<file path="src/rtl/enemy_bullet_pool_if.sv">
// Fire-request channel between the enemy formation logic (master) and the
// enemy bullet pool (slave).
//   fire_req  : one-cycle request to launch a bullet
//   fire_x    : launch center x, valid with fire_req
//   fire_y    : launch top y, valid with fire_req
//   fire_drop : one-cycle pulse from the pool when a request is discarded
interface enemy_bullet_pool_if;
    logic               fire_req;
    logic signed [11:0] fire_x;
    logic signed [11:0] fire_y;
    logic               fire_drop;

    modport master (output fire_req, output fire_x, output fire_y, input fire_drop);
    modport slave  (input fire_req, input fire_x, input fire_y, output fire_drop);
endinterface

</file>
<file path="src/rtl/enemy_bullet_pool.sv">
// Fixed pool of enemy projectiles moving down the screen.
// Requests are buffered in a one-deep pending register and placed into the
// lowest free slot on the next frame strobe. Every frame, live bullets advance,
// retire at the screen bottom or on contact with the player hitbox, and the
// draw path reports coverage of the current pixel.
// Ports:
//   pixel_clk, rst  : clock, asynchronous active-high reset
//   fsync           : one-cycle frame-boundary strobe
//   clear           : synchronous flush of slots and pending request
//   fire_bus        : fire request channel (slave side), includes fire_drop
//   player_x        : player ship center x
//   hpos, vpos      : current pixel position
//   pixel[0:2]      : RGB888 output, [2]=R [1]=G [0]=B
//   active          : a live bullet covers (hpos, vpos)
//   player_hit      : one-cycle pulse on bullet/player collision
//   live_count      : number of live slots (registered)
module enemy_bullet_pool #(
    parameter int          NUM_SLOTS     = 4,
    parameter int          EBULLET_SPEED = 3,
    parameter int          EBULLET_W     = 4,
    parameter int          EBULLET_H     = 8,
    parameter logic [23:0] EBULLET_COLOR = 24'hFF4020,
    parameter int          VRES          = 600,
    parameter int          PLAYER_W      = 32,
    parameter int          PLAYER_H      = 16
) (
    input  logic                pixel_clk,
    input  logic                rst,
    input  logic                fsync,
    input  logic                clear,
    enemy_bullet_pool_if.slave  fire_bus,
    input  logic signed [11:0]  player_x,
    input  logic signed [11:0]  hpos,
    input  logic signed [11:0]  vpos,
    output logic [7:0]          pixel [0:2],
    output logic                active,
    output logic                player_hit,
    output logic [3:0]          live_count
);

    // 14-bit signed working width so that box edges never wrap.
    localparam logic signed [13:0] SPEED_W = 14'(EBULLET_SPEED);
    localparam logic signed [13:0] HALF_W  = 14'(EBULLET_W / 2);
    localparam logic signed [13:0] BH_W    = 14'(EBULLET_H);
    localparam logic signed [13:0] VRES_W  = 14'(VRES);
    localparam logic signed [13:0] PHALF_W = 14'(PLAYER_W / 2);
    localparam logic signed [13:0] PY_LO   = 14'(VRES - PLAYER_H);
    localparam logic signed [13:0] PY_HI   = 14'(VRES - 1);
    localparam logic [23:0]        COLOR   = EBULLET_COLOR;

    logic [NUM_SLOTS-1:0] live_q, live_d;
    logic signed [11:0]   x_q [NUM_SLOTS];
    logic signed [11:0]   x_d [NUM_SLOTS];
    logic signed [11:0]   y_q [NUM_SLOTS];
    logic signed [11:0]   y_d [NUM_SLOTS];
    logic signed [11:0]   ny  [NUM_SLOTS];

    logic                 pend_q, pend_d;
    logic signed [11:0]   pend_x_q, pend_x_d;
    logic signed [11:0]   pend_y_q, pend_y_d;

    logic                 hit_d, drop_d;
    logic [3:0]           count_d;
    logic [NUM_SLOTS-1:0] off_bottom, hits, covers, free_sel;
    logic                 consume;

    logic signed [13:0]   px_w, hpos_w, vpos_w;

    assign px_w   = {{2{player_x[11]}}, player_x};
    assign hpos_w = {{2{hpos[11]}}, hpos};
    assign vpos_w = {{2{vpos[11]}}, vpos};

    for (genvar g = 0; g < NUM_SLOTS; g++) begin : g_slot
        logic signed [13:0] x_w, y_w, ny_w;

        assign x_w  = {{2{x_q[g][11]}}, x_q[g]};
        assign y_w  = {{2{y_q[g][11]}}, y_q[g]};
        assign ny_w = y_w + SPEED_W;
        assign ny[g] = ny_w[11:0];

        assign off_bottom[g] = (ny_w >= VRES_W);
        // Box at the advanced position against the player hitbox, inclusive edges.
        assign hits[g] = (x_w + HALF_W >= px_w - PHALF_W) &&
                         (x_w - HALF_W <= px_w + PHALF_W) &&
                         (ny_w + BH_W >= PY_LO) &&
                         (ny_w <= PY_HI);
        assign covers[g] = live_q[g] &&
                           (x_w - HALF_W <= hpos_w) && (hpos_w <= x_w + HALF_W) &&
                           (y_w <= vpos_w) && (vpos_w <= y_w + BH_W);
    end

    // One-hot lowest dead slot, taken from the pre-frame live bits so that
    // slots retired this frame are not reused until the next one.
    always_comb begin
        logic found;
        found    = 1'b0;
        free_sel = '0;
        for (int i = 0; i < NUM_SLOTS; i++) begin
            free_sel[i] = !live_q[i] && !found;
            found       = found || !live_q[i];
        end
    end

    assign consume = fsync && pend_q && (|free_sel);

    always_comb begin
        live_d   = live_q;
        x_d      = x_q;
        y_d      = y_q;
        pend_d   = pend_q;
        pend_x_d = pend_x_q;
        pend_y_d = pend_y_q;
        hit_d    = 1'b0;
        drop_d   = 1'b0;
        count_d  = '0;

        if (fsync) begin
            for (int i = 0; i < NUM_SLOTS; i++) begin
                if (live_q[i]) begin
                    if (off_bottom[i]) begin
                        live_d[i] = 1'b0;
                    end else if (hits[i]) begin
                        live_d[i] = 1'b0;
                        hit_d     = 1'b1;
                    end else begin
                        y_d[i] = ny[i];
                    end
                end
            end
            if (consume) begin
                for (int i = 0; i < NUM_SLOTS; i++) begin
                    if (free_sel[i]) begin
                        live_d[i] = 1'b1;
                        x_d[i]    = pend_x_q;
                        y_d[i]    = pend_y_q;
                    end
                end
                pend_d = 1'b0;
            end
        end

        // A frame that empties the pending register frees it for a same-cycle request.
        if (fire_bus.fire_req) begin
            if (!pend_q || consume) begin
                pend_d   = 1'b1;
                pend_x_d = fire_bus.fire_x;
                pend_y_d = fire_bus.fire_y;
            end else begin
                drop_d = 1'b1;
            end
        end

        if (clear) begin
            live_d = '0;
            pend_d = 1'b0;
            hit_d  = 1'b0;
            drop_d = 1'b0;
        end

        for (int i = 0; i < NUM_SLOTS; i++) begin
            count_d = count_d + 4'(live_d[i]);
        end
    end

    always_ff @(posedge pixel_clk or posedge rst) begin
        if (rst) begin
            live_q    <= '0;
            for (int i = 0; i < NUM_SLOTS; i++) begin
                x_q[i] <= '0;
                y_q[i] <= '0;
            end
            pend_q             <= 1'b0;
            pend_x_q           <= '0;
            pend_y_q           <= '0;
            player_hit         <= 1'b0;
            fire_bus.fire_drop <= 1'b0;
            live_count         <= '0;
        end else begin
            live_q             <= live_d;
            x_q                <= x_d;
            y_q                <= y_d;
            pend_q             <= pend_d;
            pend_x_q           <= pend_x_d;
            pend_y_q           <= pend_y_d;
            player_hit         <= hit_d;
            fire_bus.fire_drop <= drop_d;
            live_count         <= count_d;
        end
    end

    assign active = |covers;

    always_comb begin
        pixel[2] = active ? COLOR[23:16] : 8'h00;
        pixel[1] = active ? COLOR[15:8]  : 8'h00;
        pixel[0] = active ? COLOR[7:0]   : 8'h00;
    end

endmodule

</file>
<file path="src/flat_wrapper.sv">
// flat-port wrapper written by rule: the top's interface ports become plain ports
module enemy_bullet_pool_flat 
#(
    parameter int          NUM_SLOTS     = 4,
    parameter int          EBULLET_SPEED = 3,
    parameter int          EBULLET_W     = 4,
    parameter int          EBULLET_H     = 8,
    parameter logic [23:0] EBULLET_COLOR = 24'hFF4020,
    parameter int          VRES          = 600,
    parameter int          PLAYER_W      = 32,
    parameter int          PLAYER_H      = 16
)
  (pixel_clk, rst, fsync, clear, player_x, hpos, vpos, pixel, active, player_hit, live_count, fire_bus_fire_req, fire_bus_fire_x, fire_bus_fire_y, fire_bus_fire_drop);
  enemy_bullet_pool_if fire_bus_i ();
  input  logic pixel_clk;
  input  logic rst;
  input  logic fsync;
  input  logic clear;
  input  logic signed [11:0] player_x;
  input  logic signed [11:0] hpos;
  input  logic signed [11:0] vpos;
  output logic [7:0] pixel[0:2];
  output logic active;
  output logic player_hit;
  output logic [3:0] live_count;
  input wire logic [$bits(fire_bus_i.fire_req)-1:0] fire_bus_fire_req;
  input wire logic [$bits(fire_bus_i.fire_x)-1:0] fire_bus_fire_x;
  input wire logic [$bits(fire_bus_i.fire_y)-1:0] fire_bus_fire_y;
  output wire logic [$bits(fire_bus_i.fire_drop)-1:0] fire_bus_fire_drop;
  assign fire_bus_i.fire_req = fire_bus_fire_req;
  assign fire_bus_i.fire_x = fire_bus_fire_x;
  assign fire_bus_i.fire_y = fire_bus_fire_y;
  assign fire_bus_fire_drop = fire_bus_i.fire_drop;
  enemy_bullet_pool #(.NUM_SLOTS(NUM_SLOTS), .EBULLET_SPEED(EBULLET_SPEED), .EBULLET_W(EBULLET_W), .EBULLET_H(EBULLET_H), .EBULLET_COLOR(EBULLET_COLOR), .VRES(VRES), .PLAYER_W(PLAYER_W), .PLAYER_H(PLAYER_H)) u_core (.pixel_clk(pixel_clk), .rst(rst), .fsync(fsync), .clear(clear), .fire_bus(fire_bus_i), .player_x(player_x), .hpos(hpos), .vpos(vpos), .pixel(pixel), .active(active), .player_hit(player_hit), .live_count(live_count));
endmodule
</file>
<file path="config.mk">
export PLATFORM = sky130hd
export DESIGN_NAME = enemy_bullet_pool_flat
export DESIGN_NICKNAME = d
export VERILOG_FILES = /design/src/rtl/enemy_bullet_pool_if.sv /design/src/rtl/enemy_bullet_pool.sv /design/src/flat_wrapper.sv
export SDC_FILE = /design/constraint.sdc
export NUM_CORES = 1
export LEC_CHECK = 0
export ABC_AREA = 1
export CORE_MARGIN = 2
export CORE_UTILIZATION = 60
export CTS_CLUSTER_SIZE = 40
export DETAILED_ROUTE_END_ITERATION = 12
export GPL_TIMING_DRIVEN = 0
export PLACE_DENSITY = 0.84
export SLEW_MARGIN = 20
export SYNTH_ARGS = -nofsm -noshare
export SYNTH_HDL_FRONTEND = slang
export SYNTH_SLANG_ARGS = --single-unit
</file>
<file path="constraint.sdc">
create_clock -name pixel_clk -period 5.6 [get_ports pixel_clk]
set_input_delay 0.84 -clock pixel_clk [delete_from_list [all_inputs] [get_ports pixel_clk]]
set_output_delay 0.84 -clock pixel_clk [all_outputs]
set_load 0.02 [all_outputs]
</file>
Wires at chosen ports, followed through buffers:
Scale: 2 px per um.
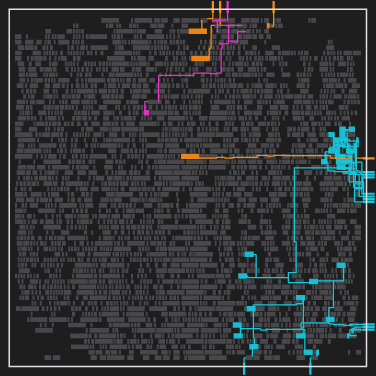
[`active`] magenta | direction: output | end cells: 1 | buffers: 2 | wire: 133 um
[`live_count`] orange | direction: output | end cells: 4 | buffers: 4 | wire: 135 um
[`player_x`] cyan | direction: input | end cells: 39 | buffers: 12 | wire: 739 um
count of input and output buffers: 78
Top Ports: 96

M2 wires:
Scale: 2 px per um.
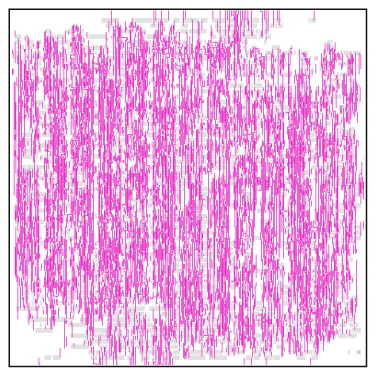
wire length on this layer: 28.2 mm
nets with wire on the layer: 2647
share of all routed wire: 44%
main direction: vertical
longest straight run: 86.4 um

Signal wires by layer:
Scale: 3 px per um. Two of the layers only.
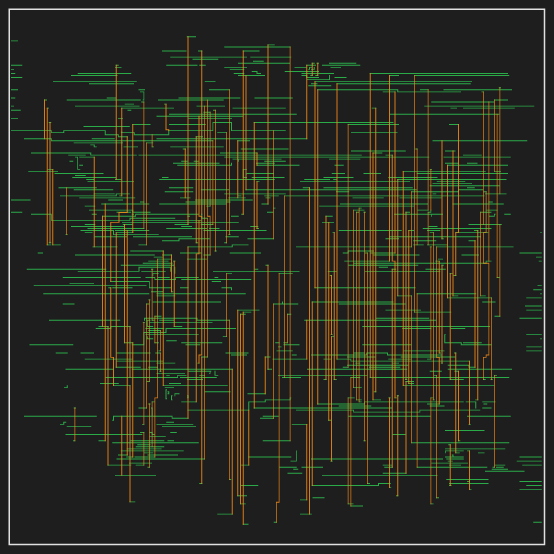
[M4] orange | wire length: 6550 um
[M3] green | wire length: 6260 um

A small window of the routed layout:
Region (123, 123) to (143, 143) um. Cells in gray, sequential cells in the stronger gray; small squares are vias.
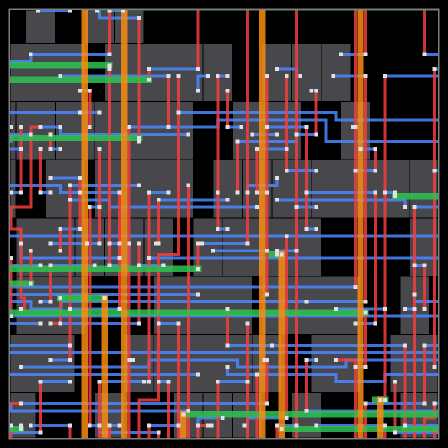
[M1] blue
[M2] red
[M3] green
[M4] orange
most frequent: inv_1 (14), ha_1 (10), nand2_1 (8)
sequential cells in the window: 0
cells with their middle in the window: 42

## critical path, cell delays in order
cell and delay, ns:
sky130_fd_sc_hd__dlymetal6s2s_1 0.59, sky130_fd_sc_hd__inv_1 0.18, sky130_fd_sc_hd__nor3_1 0.31, sky130_fd_sc_hd__nand3_1 0.16, sky130_fd_sc_hd__xor2_1 0.64, sky130_fd_sc_hd__ha_1 0.35, sky130_fd_sc_hd__nand4_1 0.14, sky130_fd_sc_hd__inv_1 0.07
sky130_fd_sc_hd__a21oi_1 0.14, sky130_fd_sc_hd__nand2_1 0.09, sky130_fd_sc_hd__nand2_1 0.06, sky130_fd_sc_hd__o21ai_0 0.07, sky130_fd_sc_hd__nor2_1 0.27, sky130_fd_sc_hd__nor2_1 0.13, sky130_fd_sc_hd__nand2_2 0.12, sky130_fd_sc_hd__nand2_4 0.08
sky130_fd_sc_hd__buf_6 0.16, sky130_fd_sc_hd__a31oi_1 0.26, sky130_fd_sc_hd__ha_1 0.19, sky130_fd_sc_hd__inv_1 0.05, sky130_fd_sc_hd__fa_1 0.43, sky130_fd_sc_hd__inv_1 0.08, sky130_fd_sc_hd__ha_1 0.22
## power by group through the flow
stage | clock network [W] | registers, W | logic, W
2_1_floorplan | 0 | 0.00140 | 0.00325
3_3_place_gp | 0 | 0.00154 | 0.00423
3_5_place_dp | 0 | 0.00155 | 0.00441
4_1_cts | 0.00110 | 0.00153 | 0.00445
5_1_grt | 0.00114 | 0.00159 | 0.00516
6_report | 0.00111 | 0.00157 | 0.00461
## metal layers
layer,GRT usage,vias up
met1,0.456,8834
met3,0.0868,328
met5,0,-
met2,0.667,1043
met4,0.349,0
li1,-,9276
## repair_timing
item	4_1_cts	5_1_grt
pin swaps	1	0
gates resized	3	24
setup buffers	1	0
setup endpoints to repair	13	14
endpoints found under the hold margin	0	0
==> out/highlights.md <==
Finish
• 2684 — fill cell instance count of the final layout
• 19 — final-layout clock buffer total
• 389 — Non-Clock Inverter Count
• 0.0562 — proportion of layout cells with a drive suffix above 1
• 3250 um^2 — FF+latch area
• logic gates — Biggest Area Class
• 3264 — nets
• 130 — number of flip-flops and latches
• sky130_fd_sc_hd__nand2_1 — leading cell type in the layout, fill and taps excluded
• 168 — bufs w/o clock
• 0 — diode insertion count for antenna repair
• 20200 um^2 — post-route cell area
• sky130_fd_sc_hd__nand2_1 (733), sky130_fd_sc_hd__inv_1 (381), sky130_fd_sc_hd__ha_1 (326) — top logic cells by instance count in the layout
• 0.646 — share of the final layout cell area in multi-input gates
• 3275 — final std cells w/o fill

Final timing
• 0 ns — total negative setup slack
• 0.0123 ns — final setup skew
• 0.887 ns — Least-Margin Pin Slew
• 0.488 ns — Min Hold Slack
• false — unrepaired setup endpoints after global routing
• 0.953 — post-layout period usage of the worst path
• 0 — final count of negative-setup-slack endpoints

Synth
• sky130_fd_sc_hd__nand2_1 — top cell type by instance count after synthesis
• 0.000621 — Mux area share
• 0.131 — Post-Synth AOI/OAI Area
• 2761 — ys cells
• 0.0495 — Synth Area in XOR/XNOR
• sky130_fd_sc_hd__ha_1 (22%), sky130_fd_sc_hd__dfrtp_1 (18%), sky130_fd_sc_hd__nand2_1 (15%) — Synth area leaders
• 2761 — Post-Syn Instances
• 0.305 — post-synthesis share of cell area spent on and, or, nand and nor gates
• simple AND/OR/NAND/NOR gates — combinational family with the most area after synthesis
• 0.179 — fraction of the yosys area taken by sequential cells
• sky130_fd_sc_hd__dfrtp_1 — most used flip-flop cell
• 57 — Cell Type Count
• 18100 um^2 — post-synth design cell area
• 18100 um^2 — Yosys chip area

Route
• 0 — remaining antenna violation count after routing
• 19.5 um — drt wl/cell
• 2113 — violation count after the first detailed-route iteration
• 19500 — routed via count
• 0 — residual DRC count
• met4 — highest metal used
• 5.95 — Avg Vias per Cell
• 6260 um — total length of routed met3 wires

Worst setup path
• input pin — type of origin of the critical path
• 10 — largest fanout on the critical path
• 25 — worst r2r path cells
• u_core.g_slot[1].x_w[1] — worst reg2reg startpoint
• register — Setup crit end kind
• 5.92 ns — Crit path required time
• player_x[4] — source of the critical timing path
• 0.75 ns — slack of the worst reg-to-reg path
• in -> reg — kind of critical path
• 5.66 ns — data arrival time at the worst-slack endpoint

Status
• finished, final reports clean — run status

Global route
• 98200 um — wire length of the first global-routing pass
• 82 — pin count of the biggest net entering global routing
• 0 — GR Overflow Total
• 0 — antenna violations before repair

Hold path
• u_core.pend_x_q[6] — Worst Min Path Start
• reg -> reg — type of the worst min-delay path

Floorplan
• 390 — well-tap cell count
• 178 um — Die Ht
• 0.611 — floorplan utilization

Power
• 0.633 — portion of total power attributed to combinational logic
• 0.241 mV — worst voltage drop across the vdd grid
• 0.00388 W — power spent charging and discharging nets
• 0.00341 W — Cell Int Power
• 361 nW/um^2 — power density relative to cell area
• 0.00729 W — power consumption
• 0.532 — fraction of power spent switching nets

Clocking
• 2 — largest buffer count on any clock path
• 130 — number of clock sinks
• 0.44 ns — clk_lat worst skew
• built — TritonCTS clock tree
• sky130_fd_sc_hd__clkbuf_16 — CTS Root Buffer Type
• 0 — count of hold buffers inserted by post-cts repair

Place
• 19500 um^2 — post-placement cell area
• 3244 — number of placed cells counting well taps
• 1.04 — RD Place Congestion
• 50600 um — dpl hpwl

Run
• 0 — # Max-Cap Violations

Power and IR drop assume default switching activity.
